Figure 1. Wires at chosen ports, followed through buffers (run 1).
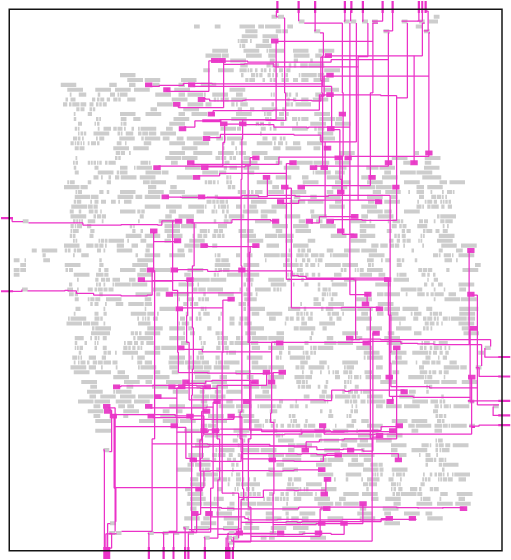
Figure 2. Metal layers overlaid (run 1).
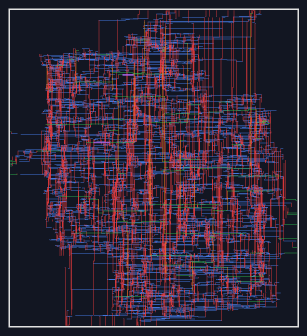
Figure 3. Gate families picked out (run 1).
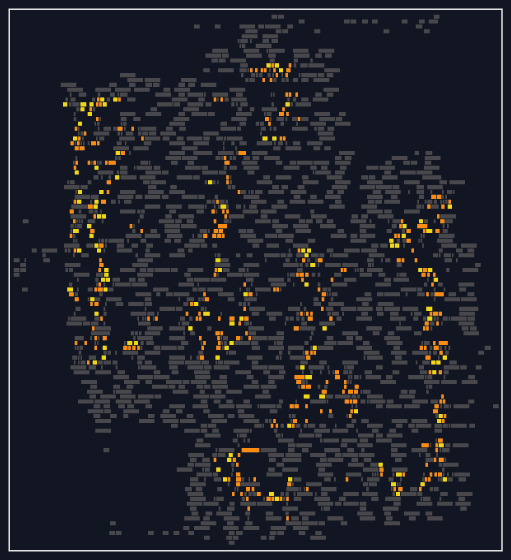
Figure 4. Routed clock nets over the placement (run 1).
Bar = 100 um.
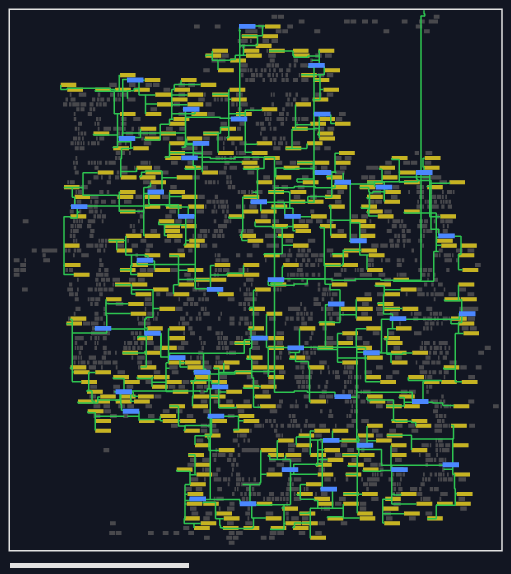
==> config.mk <==
export PLATFORM = sky130hd
export DESIGN_NAME = freq_synth_gen
export DESIGN_NICKNAME = d
export VERILOG_FILES = /design/src/rtl/freq_synth_gen.sv
export SDC_FILE = /design/constraint.sdc
export NUM_CORES = 1
export LEC_CHECK = 0
export CAP_MARGIN = 5
export CELL_PAD_IN_SITES_DETAIL_PLACEMENT = 0
export CELL_PAD_IN_SITES_GLOBAL_PLACEMENT = 1
export CORE_ASPECT_RATIO = 1.1
export CORE_UTILIZATION = 25
export CTS_CLUSTER_SIZE = 20
export DETAILED_ROUTE_END_ITERATION = 6
export PLACE_DENSITY = 0.51
export REMOVE_ABC_BUFFERS = 1
export SYNTH_ARGS = -nofsm -noshare
export SYNTH_HDL_FRONTEND = slang
export SYNTH_SLANG_ARGS = --single-unit
==> constraint.sdc <==
create_clock -name ref_clk -period 3.55 [get_ports ref_clk]
set_clock_uncertainty 0.05 [all_clocks]
set_input_delay 0.5325 -clock ref_clk [delete_from_list [all_inputs] [get_ports ref_clk]]
set_output_delay 0.5325 -clock ref_clk [all_outputs]
set_load 0.05 [all_outputs]
==> summary.txt <==
Ys Warns = 0
Yosys Instances = 1,789
drt pass-1 iters = 7
Tot Pwr = 17.1 mW
initial antenna violation count = 8
first-pass GRT wire length = 85.5 mm
Synth Register Bits = 401
NetSw = 5.70 mW
dominant logic cell types in the final layout = 401 x dfrtp_1, 252 x mux2_2, 153 x nor2_1
die height = 302 um
final slew viol count = 0
DIE WIDTH = 274 um
Worst EP required = 4020 ps
max-cap viol count = 0
RSZ-0062 raised after global routing = no
Critical Path Start Type = register
reg-to-reg slack, setup = 440 ps
remaining global-route overflow = 0
worst-path fanout max = 4
Worst-Margin Slew = 770 ps
Worst EP arrival = 3580 ps
largest net degree at the start of global routing = 80
Max stage delay cell, worst path = fa_1
routability cong. = 0.780
asr flop ratio synth = 1.00
cell family with most CP delay = AND-OR/OR-AND gates
Critical path buffers and inverters = 1
sw frac = 0.334
antenna-violating nets left = 0
Levels on crit path = 13
combinational power share = 0.338
Final min period = 3110 ps
Post-synth EDFFs = 0
Site Rows = 109
nets = 2,033
TritonCTS clock tree = done
crit-path max cell delay = 370 ps
Area Overhead vs Synth = 17.4%
setup TNS = 0 ps
Lkg Pwr = 11.0 nW
critical path class = register to register
tally of OpenROAD warnings = 25
CTS Buf Count = 47
Layout Utilization = 0.297
H-tree levels = 2
Commonest Layout Cell = dfrtp_1
sequential share of power = 0.364
Power Density = 713 nW/um^2
DRC = 4
via density per instance = 4.66
worst min path class = primary input to register
Fin. Hold Viols = 0
violated checks = design-rule violations
Int Pwr = 11.4 mW
synthesized instance count = 1,789
post-layout period usage = 0.877
peak supply drop = 0.287 mV
Unique masters post-synth = 80
fill cell count = 8,196
share of layout cells above drive strength 1 = 0.204
Post-DP HPWL = 38.2 mm
Num Clock Sinks = 401
worst reg-to-reg path cell count = 13
syn_area_per_cell = 11.4 sq um
DIE AREA = 82,700 sq um
vias in the first global route = 14,431
deepest clock path buffer count = 3
Core Region = 80,600 sq um
status = finished, violations left
DP Cell Count = 2,859
Initial Utilization = 0.253
Chip Area, Yosys = 20,400 sq um
nature of the critical path endpoint = register
post-synthesis sequential area ratio = 0.492
post-CTS sizing = 0
FMAX = 321 MHz
worst-path cell chain = ha_1, inv_1, fa_1, nor2b_1, o31a_1, o21ai_1, a211oi_1, a211oi_1, nor2_1, a21oi_1, o21ai_0, ha_1, nor2_1
Starting DRT DRC Count = 822
CTS clk-pin slew, worst paths = 60 ps
Setup-failing EPs final = 0
Netlist Area Pre-Place = 20,400 sq um
About Figure 1:
`cfg_inc`: drawn in magenta, bits 32, direction input, edge 14 south, 11 north, 5 east, 2 west, end cells 128, buffers 32, wire 9,300 um.
port bufs: 50
Top Ports: 51

About Figure 2:
met1: drawn in blue, wire length 25.1 mm. met4: drawn in orange, wire length 1,330 um. met5: drawn in purple, wire length 23.0 um. met2: drawn in red, wire length 25.8 mm. met3: drawn in green, wire length 1,570 um.
Via Count: 13,728
wire per inst: 18.3 um
Total GRT Usage: 0.134
Routed WL: 53.8 mm

About Figure 3:
AND-OR and OR-AND gates: drawn in yellow, cells 105, most used a21o_1, where all over the die. inverting AOI/OAI gates: drawn in orange, cells 284, most used a21oi_1, where all over the die.
logic share of the area: 0.416
post-route insts no fill: 2,946

About Figure 4:
cells driving clock nets: drawn in blue, count 47. flip-flops: drawn in yellow, count 401. clock wires: drawn in green, length 6,150 um.
There are 48 routed clock nets.
Power Clock: 5.09 mW
Worst-Skew Late Latency: 580 ps
Clock Power Share: 0.298

run 1: metrics by stage:
step | setup slack [ps] | cell area [sq um] | hold slack (ps)
2_1_floorplan | -2180 | 20200 | 187
3_3_place_gp | 415 | 22300 | 425
3_5_place_dp | 338 | 22300 | 429
4_1_cts | 346 | 23900 | 215
5_1_grt | 153 | 23900 | 228
6_report | 437 | 23900 | 251
run 1: power groups by stage:
| stage | Combinational, mW | Sequential, mW | Clock [mW] |
|---|---|---|---|
| after floorplan | 4.42 | 6.13 | 0 |
| after global placement | 5.76 | 6.29 | 0 |
| after detailed placement | 5.79 | 6.32 | 0 |
| after CTS | 5.83 | 6.24 | 5.26 |
| after global routing | 6.53 | 6.36 | 5.45 |
| final | 5.78 | 6.22 | 5.09 |
run 1: cells by family after synthesis:
group	count (synthesis)	share of synthesized area
buf+inv	112	0.0209
fa+ha+maj	136	0.0849
flops	401	0.492
mux	264	0.145
simple gates	404	0.0938
compound gates	389	0.128
xor+xnor	83	0.0356
run 1: final cells by class:
class	instances	area [sq um]	share of cell area
well taps	1054	1320	0.0551
multi-input cells	1276	9950	0.416
diodes	2	5.00	0.000209
repair buffers	78	820	0.0342
clock inverters	21	277	0.0115
inverters	51	191	0.00799
flip-flops and latches	401	10000	0.419
clock buffers	63	1350	0.0563
run 1: worst reg2reg max path, stage by stage (launching register included):
cell	delay, ps
dfrtp_1	350
ha_1	200
inv_1	60
fa_1	370
nor2b_1	190
o31a_1	220
o21ai_1	180
a211oi_1	280
a211oi_1	90
nor2_1	250
a21oi_1	140
o21ai_0	300
ha_1	300
nor2_1	100
run 1: per-layer routing:
layer / GRT usage / vias up / wire [um]
met5: 0 / - / 23
met4: 0.0392 / 4 / 1330
met3: 0.0190 / 71 / 1570
met2: 0.226 / 163 / 25800
met1: 0.178 / 6885 / 25100
li1: - / 6605 / -
run 1: cells in the mapped netlist (all sizes together) (4+ instances only):
cell type,n,area share
dfrtp,401,0.49
mux2,253,0.14
nor2,153,0.028
ha,132,0.081
a21oi,99,0.024
nand2,83,0.015
o21ai,80,0.020
a21o,64,0.024
clkbuf,56,0.010
inv,51,0.0094
xor2,43,0.018
nor3,41,0.010
xnor2,40,0.017
a211oi,25,0.0097
and3,24,0.0074
o21a,22,0.0081
nand3,19,0.0047
nand4,15,0.0046
nand2b,14,0.0043
nor2b,14,0.0047
o211ai,12,0.0047
mux2i,11,0.0054
o21bai,11,0.0040
a31oi,9,0.0028
or2,9,0.0028
or3,8,0.0025
and2,6,0.0018
o2111ai,6,0.0026
o221ai,6,0.0029
o22ai,6,0.0018
a21boi,5,0.0018
buf,5,0.0010
o31a,5,0.0021
o31ai,5,0.0018
and4,4,0.0017
fa,4,0.0039
nor3b,4,0.0015
o311ai,4,0.0017
run 1: timing repair:
item,CTS,global route
hold endpoints to repair,73,0
hold buffers,1,0
endpoints found under the setup margin,0,0
No activity file was given, so power comes from the tool's default toggle rates.
